<file path="src/rtl/uart_pkg.sv">
// Shared types and helpers for the parametrised UART receiver.
package uart_pkg;

    typedef enum logic [2:0] {
        IDLE,
        START,
        DATA,
        PARITY,
        STOP,
        WAIT_HIGH
    } rx_state_t;

    localparam logic PAR_EVEN = 1'b0;
    localparam logic PAR_ODD  = 1'b1;

    function automatic int cnt_width(input int oversample);
        return (oversample < 2) ? 1 : $clog2(oversample);
    endfunction

    function automatic logic maj3(input logic a, input logic b, input logic c);
        return (a & b) | (a & c) | (b & c);
    endfunction

endpackage

</file>
<file path="src/rtl/uart_rx_sampler.sv">
// Line synchroniser plus three-tap mid-bit capture with majority vote.
module uart_rx_sampler
    import uart_pkg::*;
#(
    parameter int OVERSAMPLE = 16,
    parameter int CW         = cnt_width(OVERSAMPLE)
) (
    input  logic          s_clk_i,
    input  logic          rst_ni,
    input  logic          rx_i,
    input  logic [CW-1:0] cnt,
    output logic          rx_s_o,
    output logic          bit_o
);

    localparam logic [CW-1:0] TAP_A = CW'(OVERSAMPLE/2 - 1);
    localparam logic [CW-1:0] TAP_B = CW'(OVERSAMPLE/2);

    logic [1:0] sync_q;
    logic       tap_a_q;
    logic       tap_b_q;

    always_ff @(posedge s_clk_i or negedge rst_ni) begin
        if (!rst_ni) begin
            sync_q  <= 2'b11;
            tap_a_q <= 1'b1;
            tap_b_q <= 1'b1;
        end else begin
            sync_q <= {sync_q[0], rx_i};
            if (cnt == TAP_A) tap_a_q <= sync_q[1];
            if (cnt == TAP_B) tap_b_q <= sync_q[1];
        end
    end

    assign rx_s_o = sync_q[1];

    // Third tap is the live synchronised line, so the vote is ready in the decision cycle.
    assign bit_o = maj3(tap_a_q, tap_b_q, rx_s_o);

endmodule

</file>
<file path="src/rtl/uart_rx_param.sv">
// Parametrised oversampling UART receiver with a one-entry valid/ready holding register.
//
// state     | meaning
// ----------+-----------------------------------------------------------
// IDLE      | line high, waiting for a start edge
// START     | start bit; rejected as a glitch if the vote is 1
// DATA      | shifting in DATA_BITS data bits, LSB first
// PARITY    | parity bit checked against the data
// STOP      | stop bit(s); frame completes on the last stop decision
// WAIT_HIGH | last stop sampled low (break); wait for the line to rise
module uart_rx_param
    import uart_pkg::*;
#(
    parameter int OVERSAMPLE = 16,
    parameter int DATA_BITS  = 8,
    parameter int PARITY_EN  = 0,
    parameter int PARITY_ODD = 0,
    parameter int STOP_BITS  = 1
) (
    input  logic                 s_clk_i,
    input  logic                 rst_ni,
    input  logic                 rx_i,
    output logic [DATA_BITS-1:0] data_o,
    output logic                 frame_err_o,
    output logic                 parity_err_o,
    output logic                 data_valid_o,
    input  logic                 data_ready_i,
    output logic                 overrun_o,
    output logic                 busy_o
);

    localparam int CW = cnt_width(OVERSAMPLE);
    localparam int BW = $clog2(DATA_BITS);

    localparam logic [CW-1:0] CNT_DEC   = CW'(OVERSAMPLE/2 + 1);
    localparam logic [CW-1:0] CNT_WRAP  = CW'(OVERSAMPLE - 1);
    localparam logic [BW-1:0] LAST_BIT  = BW'(DATA_BITS - 1);
    localparam logic          LAST_STOP = (STOP_BITS > 1);
    localparam logic          PAR_MODE  = (PARITY_ODD != 0) ? PAR_ODD : PAR_EVEN;

    rx_state_t            state_q;
    rx_state_t            state_d;
    logic [CW-1:0]        cnt_q;
    logic [BW-1:0]        bit_idx_q;
    logic                 stop_idx_q;
    logic [DATA_BITS-1:0] shift_q;
    logic                 perr_q;
    logic                 ferr_q;

    logic rx_s;
    logic bit_v;
    logic dec;
    logic wrap;
    logic frame_done;

    uart_rx_sampler #(
        .OVERSAMPLE (OVERSAMPLE),
        .CW         (CW)
    ) u_sampler (
        .s_clk_i (s_clk_i),
        .rst_ni  (rst_ni),
        .rx_i    (rx_i),
        .cnt     (cnt_q),
        .rx_s_o  (rx_s),
        .bit_o   (bit_v)
    );

    assign dec        = (cnt_q == CNT_DEC);
    assign wrap       = (cnt_q == CNT_WRAP);
    assign frame_done = (state_q == STOP) && dec && (stop_idx_q == LAST_STOP);
    assign busy_o     = (state_q != IDLE);

    always_ff @(posedge s_clk_i or negedge rst_ni) begin
        if (!rst_ni) state_q <= IDLE;
        else         state_q <= state_d;
    end

    always_comb begin
        state_d = state_q;
        unique case (state_q)
            IDLE: begin
                if (!rx_s) state_d = START;
            end
            START: begin
                if (dec && bit_v) state_d = IDLE;
                else if (wrap)    state_d = DATA;
            end
            DATA: begin
                if (wrap && (bit_idx_q == LAST_BIT))
                    state_d = (PARITY_EN != 0) ? PARITY : STOP;
            end
            PARITY: begin
                if (wrap) state_d = STOP;
            end
            STOP: begin
                // Leave at the decision, not the wrap, so a following start edge is caught early.
                if (frame_done) state_d = bit_v ? IDLE : WAIT_HIGH;
            end
            WAIT_HIGH: begin
                if (rx_s) state_d = IDLE;
            end
            default: state_d = IDLE;
        endcase
    end

    always_ff @(posedge s_clk_i or negedge rst_ni) begin
        if (!rst_ni) begin
            cnt_q      <= '0;
            bit_idx_q  <= '0;
            stop_idx_q <= 1'b0;
            shift_q    <= '0;
            perr_q     <= 1'b0;
            ferr_q     <= 1'b0;
        end else begin
            if ((state_d == IDLE) || (state_d == WAIT_HIGH) || wrap) cnt_q <= '0;
            else                                                     cnt_q <= cnt_q + 1'b1;

            if (state_q != DATA)
                bit_idx_q <= '0;
            else if (wrap)
                bit_idx_q <= (bit_idx_q == LAST_BIT) ? '0 : bit_idx_q + 1'b1;

            if (state_q != STOP) stop_idx_q <= 1'b0;
            else if (wrap)       stop_idx_q <= 1'b1;

            if ((state_q == DATA) && dec)
                shift_q <= {bit_v, shift_q[DATA_BITS-1:1]};

            if (state_q == IDLE)
                perr_q <= 1'b0;
            else if ((state_q == PARITY) && dec)
                perr_q <= ((bit_v ^ (^shift_q)) != PAR_MODE);

            if (state_q == IDLE)
                ferr_q <= 1'b0;
            else if ((state_q == STOP) && dec)
                ferr_q <= ferr_q | ~bit_v;
        end
    end

    always_ff @(posedge s_clk_i or negedge rst_ni) begin
        if (!rst_ni) begin
            data_o       <= '0;
            frame_err_o  <= 1'b0;
            parity_err_o <= 1'b0;
            data_valid_o <= 1'b0;
            overrun_o    <= 1'b0;
        end else begin
            overrun_o <= 1'b0;
            if (frame_done) begin
                if (!data_valid_o || data_ready_i) begin
                    data_o       <= shift_q;
                    frame_err_o  <= ferr_q | ~bit_v;
                    parity_err_o <= perr_q;
                    data_valid_o <= 1'b1;
                end else begin
                    overrun_o <= 1'b1;
                end
            end else if (data_valid_o && data_ready_i) begin
                data_valid_o <= 1'b0;
            end
        end
    end

endmodule
</file>
<file path="config.mk">
export PLATFORM = sky130hd
export DESIGN_NAME = uart_rx_param
export DESIGN_NICKNAME = d
export VERILOG_FILES = /design/src/rtl/uart_pkg.sv /design/src/rtl/uart_rx_sampler.sv /design/src/rtl/uart_rx_param.sv
export SDC_FILE = /design/constraint.sdc
export NUM_CORES = 1
export LEC_CHECK = 0
export ABC_AREA = 1
export CORE_UTILIZATION = 38
export DETAILED_ROUTE_END_ITERATION = 8
export REMOVE_ABC_BUFFERS = 1
export SLEW_MARGIN = 25
export SYNTH_ARGS = -nofsm -noshare
export SYNTH_HDL_FRONTEND = slang
export SYNTH_SLANG_ARGS = --single-unit
</file>
<file path="constraint.sdc">
create_clock -name s_clk_i -period 1.75 [get_ports s_clk_i]
set_clock_uncertainty 0.05 [all_clocks]
set_input_delay 0.175 -clock s_clk_i [delete_from_list [all_inputs] [get_ports s_clk_i]]
set_output_delay 0.175 -clock s_clk_i [all_outputs]
set_load 0.02 [all_outputs]
</file>
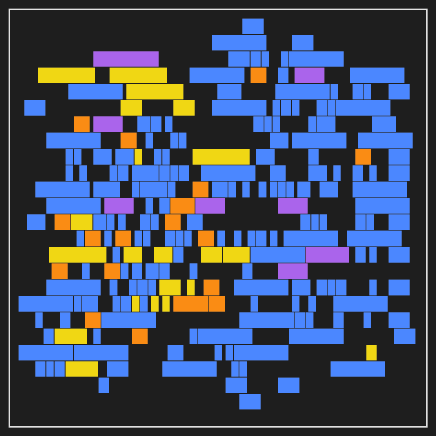
sizing.png
Scale: 6 px per um.
orange -> x3 and x4  # cells 18, share 7.9%, most used buf_4
blue -> x1 and smaller  # cells 180, share 79%, most used nand2_1
purple -> x6 and larger  # cells 8, share 3.5%, most used clkbuf_8
yellow -> x2  # cells 21, share 9.3%, most used inv_2
setup ws final: 0.1255 ns
area delta synth->final: 29.03%
Finished Cell Area: 0.002225 mm^2
bufs w/o clock: 33

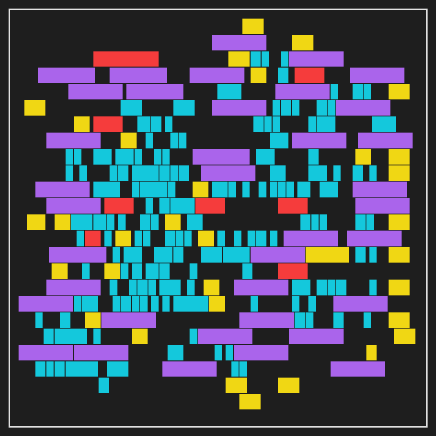
class_map.png
Scale: 6 px per um.
purple -> registers  # cells 37, share of their area 43%
yellow -> remaining buffers and delay cells  # cells 33, share of their area 14%
cyan -> remaining logic cells  # cells 149, share of their area 38%
red -> clock drivers and dummy loads  # cells 8, share of their area 5.6%

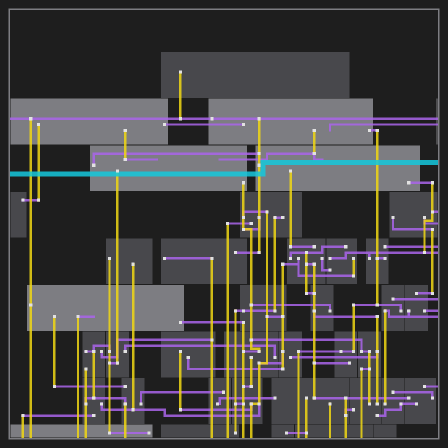
closeup.png
Region (5, 40) to (30, 65) um. Cells in gray, sequential cells in the stronger gray; small squares are vias.
yellow -> M2
cyan -> M3
purple -> M1
most frequent = nand2_1 (5), nor2_1 (5), dfstp_2 (3)
sequential cells in the window = 5
netlist names of flops here include = cnt_q (2), u_sampler.sync_q (2)
cells with their middle in the window = 32

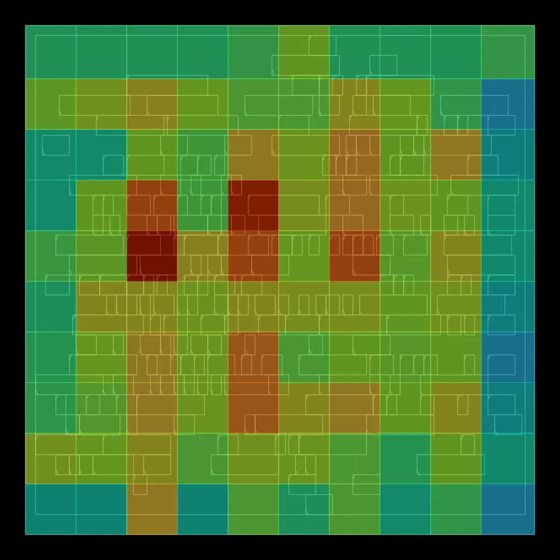
congestion_map.png
M1 GR Usage: 18.16%
M2 GR Usage: 23.30%
gr busiest metal: met2

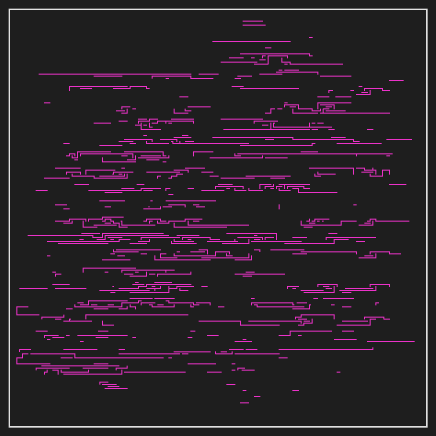
m1.png
Scale: 6 px per um.
share of all routed wire = 50%
nets with wire on the layer = 216
main direction = horizontal
longest straight run = 25.8 um
Routed WL: 3137 um
Via Count: 1302

==> flow_summary.ini <==
; generated from flow reports
[outcome]
outcome = complete, no violations

[cts]
cts_tree = done
post-cts-setup-buffer-count = 0
ctsHoldBuffers = 1
cts_resized = 2

[layout]
final_util_pct = 51.09
inverters = 25
final-clk-cell-share_pct = 5.399
seq_area_share_pct = 41.90
final_cell_mix = 47 x nand2_1, 32 x dfrtp_1, 20 x inv_1, 16 x o21ai_1, 15 x buf_4
post_route_cells_drive_above_1_share_pct = 20.70
buf_share_pct = 13.33
clkbuf_count = 6
fin_cells = 279
nMultiInputCombCells = 124

[logic_synthesis]
topCellsByArea = dfrtp_1 48%, nand2_1 10%, dfstp_2 6.1%
synth-area-yosys_mm2 = 0.001724
yosys.area_share.simple_pct = 22.06
avgSynthCellArea_um2 = 9.171
synth_cells = 188
synth_xor_xnor_area_share_pct = 4.064
edf_count = 0
mux_area_share_pct = 1.306
async_flop_share_pct = 100.0
synthAdderAreaFrac_pct = 3.628
synth_top_area_share_pct = 47.90

[worst_setup_path]
r2r_slack_ns = 0.13
crit_end = parity_err_o$_DFFE_PN0P_
cpPeakStageDelay_ns = 0.40
r2r_end = parity_err_o$_DFFE_PN0P_

[pwr]
leakagePower_nw = 1.060
clkPwrFrac_pct = 29.6
total_power_mw = 2.589
power_leader = registers
p_clk_mw = 0.766
p_switching_mw = 0.8127

[timing]
period_minus_slack_ns = 1.625
fin_setup_tns_ns = 0

[placed_design]
place_congestion = 0.8054
place_area_mm2 = 0.002044
dpl.hpwl_um = 2278

[floorplanning]
fp_util_pct = 39.60
chipArea_mm2 = 0.004811

[detailed_routing]
drtIter0Drc = 74
ant_nets = 0

[run]
warning_count = 27

[grt]
grt_util_met3_pct = 3.488

[worst_hold_path]
min_from = rx_i
